Design intersection_scheduler, sky130hd; sources not shown.
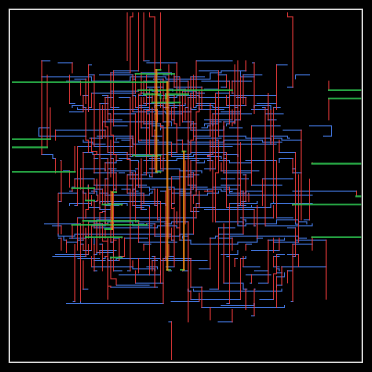
run_1/metal_stack.png
Drawn at 6 px/micron.
[blue] met1 | wire length: 1280 microns
[red] met2 | wire length: 1390 microns
[green] met3 | wire length: 167 microns
[orange] met4 | wire length: 74.1 microns
number of vias in the routed layout: 1169
total wire length after detailed routing: 2910 microns
total global-route track usage: 0.180
Wirelength per Cell: 15.1 microns

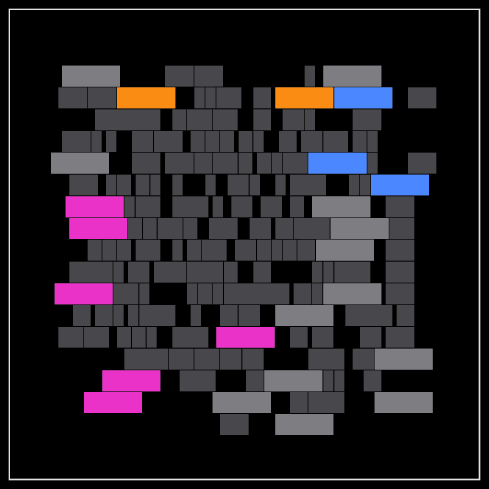
run_1/registers.png
Drawn at 8 px/micron. Other sequential cells in the stronger gray, the rest of the logic in the fainter gray.
[blue] stare_semafor | placed flops: 3
[magenta] cnt_q | placed flops: 6
[orange] dir_q | placed flops: 2
not colored: 13
final core utilization: 0.689
flip-flop and latch power: 344 uW

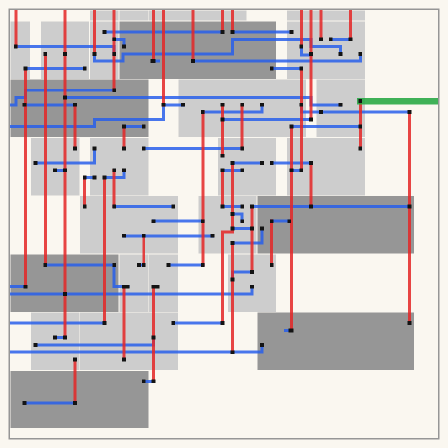
run_1/zoom.png
Window x 34 to 54, y 5 to 25 microns. Cells in gray, sequential cells in the stronger gray; small squares are vias.
[blue] met1
[red] met2
[green] met3
sequential cells in the window: 6
cells with their middle in the window: 22
most frequent: dfxtp_1 (6), and2_1 (5)

==> results.rst, run 1 <==
Metrics
=======

.. list-table::
   :header-rows: 1

   * - Metric
     - Value
   * - Number of logged tool warnings
     - 29
   * - Top Metal Used
     - met4
   * - Iter 0 DRT Violations
     - 44
   * - Cell area after technology mapping
     - 1320 sq um
   * - First-pass iteration count of the detailed router
     - 4
   * - Cell area reported after detailed placement
     - 1510 sq um
   * - Met2 layer wire length in the routed design
     - 1390 microns
   * - Accumulated negative setup slack
     - 0 ns
   * - Die W
     - 58.6 microns
   * - Cell area leaders
     - dfxtp_1 (36%), ha_1 (5.7%), nor2_1 (4.0%)
   * - DRC violation count after routing
     - 0
   * - Dpl cells
     - 190
   * - HP Class
     - reg -> reg
   * - Commonest cells after routing, fill and taps aside
     - dfxtp_1 (24), clkdlybuf4s50_1 (17), nor2_1 (14)
   * - Tap cell count
     - 28
   * - Flop2flop setup slack
     - 0.26 ns
   * - H-Tree Depth
     - 1
   * - Top power group
     - sequential cells
   * - Final Instance Count excl. Fillers
     - 193
   * - CP max stage cell
     - dfxtp_1
   * - Yosys warning tally
     - 0
   * - Cell count listed in synth_stat.txt
     - 147
   * - Via-per-instance ratio
     - 6.06
   * - Cell seen most often among critical-path stages
     - ha_1
   * - Worst setup skew after layout
     - 0.00746 ns
   * - Data arrival time of the critical path
     - 3.07 ns
   * - Count of nets left with antenna violations after detail routing
     - 0
   * - Type of element launching the critical path
     - flop
   * - Clock net power
     - 134 uW
   * - Clock buffers
     - 3
   * - TritonCTS Buffers
     - 3
   * - Leakage power figure
     - 0.000585 uW
   * - Largest stage delay on the critical path
     - 0.39 ns
   * - Wire length of the first global-routing pass
     - 4790 microns
   * - CP Depth
     - 10
   * - Sequential cell area share
     - 0.312
   * - Series of cell instances along the critical path
     - ha_1 > xor2_1 > o2bb2ai_2 > nand4b_1 > o21a_1 > o21ai_0 > ha_1 > nor2_1 > nand2_1 > o311ai_1
   * - Cell-internal power
     - 436 uW
   * - Fraction of final layout cells sized beyond drive strength 1
     - 0.115
   * - Met2 usage in global routing
     - 0.316
   * - Post-Synth Adder-Cell Area
     - 0.0568
   * - Final min period
     - 2.84 ns
   * - Fmax
     - 352 MHz
   * - Number of failing hold endpoints at the final stage
     - 0
   * - Most common library cells after synthesis
     - dfxtp_1 (24), nor2_1 (14), inv_1 (12)
   * - Die Y
     - 58.6 microns
   * - Unrepaired setup endpoints after global routing
     - no
   * - Floorplan die area
     - 3430 sq um
   * - Clock power share
     - 0.213
   * - Run status
     - finished clean
   * - Minimum setup slack after placement
     - 0.0922 ns
   * - Core Rows
     - 17
   * - Buffer cell driving the clock tree root
     - clkbuf_4
   * - Portion of the layout cell area used by clock cells
     - 0.0146
   * - Instance count of the mapped netlist
     - 147
   * - Total power
     - 629 uW
==> run 2: changes to the inputs <==
--- a/config.mk
+++ b/config.mk
@@ -6,10 +6,10 @@
 export NUM_CORES = 1
 export LEC_CHECK = 0
 export CORE_MARGIN = 5
-export CORE_UTILIZATION = 56
+export CORE_UTILIZATION = 55
 export CTS_BUF_LIST = sky130_fd_sc_hd__clkbuf_4 sky130_fd_sc_hd__clkbuf_8
 export DETAILED_ROUTE_END_ITERATION = 16
-export PLACE_DENSITY = 0.85
+export PLACE_DENSITY = 0.84
 export SLEW_MARGIN = 10
 export SYNTH_ARGS = -nofsm -noshare
 export SYNTH_HDL_FRONTEND = slang
==> run 2 against run 1 <==
Against the previous run: setup slack better by 0.022 ns; die size increased by 1.5%; combinational power up 3%; flip-flop count stayed put; non-clock buffer count up 1; first-iteration DRC count decreased by 16%; sequential share of layout area shrank 0.43 points; clock skew down 0.0051 ns; register-to-register slack gained 0.02 ns.
==> results.rst, run 2 <==
Metrics
=======

.. list-table::
   :header-rows: 1

   * - Metric
     - Value
   * - Run status
     - finished clean (unchanged)
   * - Fin nets
     - 186 (was 185)
   * - Portion of the layout cell area used by clock cells
     - 0.0233 (was 0.0146)
   * - Clock power share
     - 0.249 (was 0.213)
   * - Post-CTS setup buffers
     - 0 (unchanged)
   * - Cell count listed in synth_stat.txt
     - 147 (unchanged)
   * - Peak-usage layer in the global routing report
     - met2 (unchanged)
   * - Met2 usage in global routing
     - 0.292 (was 0.316)
   * - Wire length of the first global-routing pass
     - 4730 microns (was 4790 microns)
   * - Cell-internal power
     - 465 uW (was 436 uW)
   * - Clock tree from TritonCTS
     - yes (unchanged)
   * - Power Combinational
     - 155 uW (was 151 uW)
   * - Worst setup skew after layout
     - 0.00233 ns (was 0.00746 ns)
   * - Largest stage delay on the critical path
     - 0.40 ns (was 0.39 ns)
   * - Cell area leaders
     - dfxtp_1 (36%), ha_1 (5.7%), nor2_1 (4.0%) (unchanged)
   * - Unrepaired setup endpoints after global routing
     - no (unchanged)
   * - CP Depth
     - 11 (was 10)
   * - Count of nets left with antenna violations after detail routing
     - 0 (unchanged)
   * - Via-per-instance ratio
     - 5.83 (was 6.06)
   * - Type of element launching the critical path
     - flop (unchanged)
   * - Flop2flop setup slack
     - 0.28 ns (was 0.26 ns)
   * - Accumulated negative setup slack
     - 0 ns (unchanged)
   * - Number of vias in the routed layout
     - 1136 (was 1169)
   * - Fmax
     - 355 MHz (was 352 MHz)
   * - Relative slew slack
     - 0.643 (was 0.622)
   * - HP Class
     - reg -> reg (unchanged)
   * - Minimum setup slack after placement
     - 0.147 ns (was 0.0922 ns)
   * - Slew @ Worst Pin
     - 0.534 ns (was 0.566 ns)
   * - Core Rows
     - 17 (unchanged)
   * - Final Instance Count excl. Fillers
     - 195 (was 193)
   * - Share of the synthesized area in the top cell type
     - 0.363 (unchanged)
   * - Largest net degree at the start of global routing
     - 15 (unchanged)
   * - Total power
     - 665 uW (was 629 uW)
   * - Tap cell count
     - 28 (unchanged)
   * - Met2 layer wire length in the routed design
     - 1350 microns (was 1390 microns)
   * - Cell seen most often among critical-path stages
     - ha_1 (unchanged)
   * - Cell area reported after detailed placement
     - 1520 sq um (was 1510 sq um)
   * - DRC violation count after routing
     - 0 (unchanged)
   * - Top Metal Used
     - met4 (unchanged)
   * - Floorplan die area
     - 3490 sq um (was 3430 sq um)
   * - Yosys warning tally
     - 0 (unchanged)
   * - TritonCTS Buffers
     - 3 (unchanged)
   * - Data-path buffer share of cell area in the final layout
     - 0.124 (was 0.120)
   * - Number of logged tool warnings
     - 29 (unchanged)
   * - Fraction of final layout cells sized beyond drive strength 1
     - 0.126 (was 0.115)
   * - Series of cell instances along the critical path
     - ha_1 > xor2_1 > o2bb2ai_2 > nand4b_1 > o21a_1 > a22oi_1 > or2_1 > ha_1 > nand2_1 > nor4_2 > and2_1 (was ha_1 > xor2_1 > o2bb2ai_2 > nand4b_1 > o21a_1 > o21ai_0 > ha_1 > nor2_1 > nand2_1 > o311ai_1)
   * - Die Y
     - 59.0 microns (was 58.6 microns)
   * - XOR-XNOR Cells, Area Fraction
     - 0.0464 (unchanged)
   * - Clock net power
     - 166 uW (was 134 uW)
   * - Die W
     - 59.0 microns (was 58.6 microns)
   * - Count of pins on the block boundary
     - 18 (unchanged)
   * - Leakage power figure
     - 0.000597 uW (was 0.000585 uW)
   * - Buffer cell driving the clock tree root
     - clkbuf_4 (unchanged)
   * - Most common library cells after synthesis
     - dfxtp_1 (24), nor2_1 (14), inv_1 (12) (unchanged)
   * - Post-Synth Adder-Cell Area
     - 0.0568 (unchanged)
   * - Total wire length after detailed routing
     - 2840 microns (was 2910 microns)
   * - Portion of total power attributed to combinational logic
     - 0.234 (was 0.240)
   * - Non-Filler Cell Area, Final
     - 1560 sq um (was 1540 sq um)
   * - Kind of cell with the highest combined delay on the critical path
     - simple AND/OR/NAND/NOR gates (was AND-OR/OR-AND gates)
   * - Combinational share of cell area
     - 0.494 (was 0.500)
   * - H-Tree Depth
     - 1 (unchanged)
   * - Number of logic gates
     - 107 (unchanged)
   * - Commonest cells after routing, fill and taps aside
     - dfxtp_1 (24), clkdlybuf4s50_1 (17), nor2_1 (14) (unchanged)
   * - Sequential cell area share
     - 0.308 (was 0.312)
   * - Dominant logic cell type in the layout
     - dfxtp_1 (unchanged)
   * - Max-slew violation count
     - 0 (unchanged)
   * - Clock buffers
     - 4 (was 3)
   * - Dpl cells
     - 191 (was 190)
   * - Cell area after technology mapping
     - 1320 sq um (unchanged)
   * - Part of the power in registers
     - 0.517 (was 0.547)
   * - Flip-flop and latch power
     - 344 uW (about the same)
   * - Gp weighted congestion
     - 0.805 (was 0.815)
   * - Chip Area, Yosys
     - 1320 sq um (unchanged)
   * - Final min period
     - 2.82 ns (was 2.84 ns)
   * - Top power group
     - sequential cells (unchanged)
   * - First-pass iteration count of the detailed router
     - 4 (unchanged)
   * - Clock slew at reported path FFs
     - 0.13 ns (about the same)
   * - CP max stage cell
     - dfxtp_1 (unchanged)
   * - Number of failing hold endpoints at the final stage
     - 0 (unchanged)
   * - Instance count of the mapped netlist
     - 147 (unchanged)
   * - Iter 0 DRT Violations
     - 37 (was 44)
   * - Data arrival time of the critical path
     - 3.09 ns (was 3.07 ns)
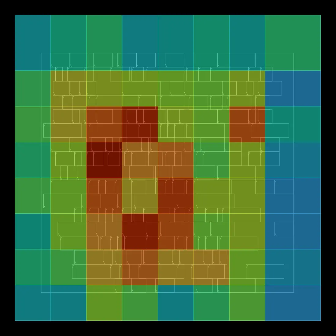
run_2/final_congestion.png
Wirelength per Cell: 14.6 microns
total global-route track usage: 0.176
final core utilization: 0.691
routing usage on met3: 0.0370
met1 track utilization from global routing: 0.219

Power is estimated from default activity; no workload was simulated.
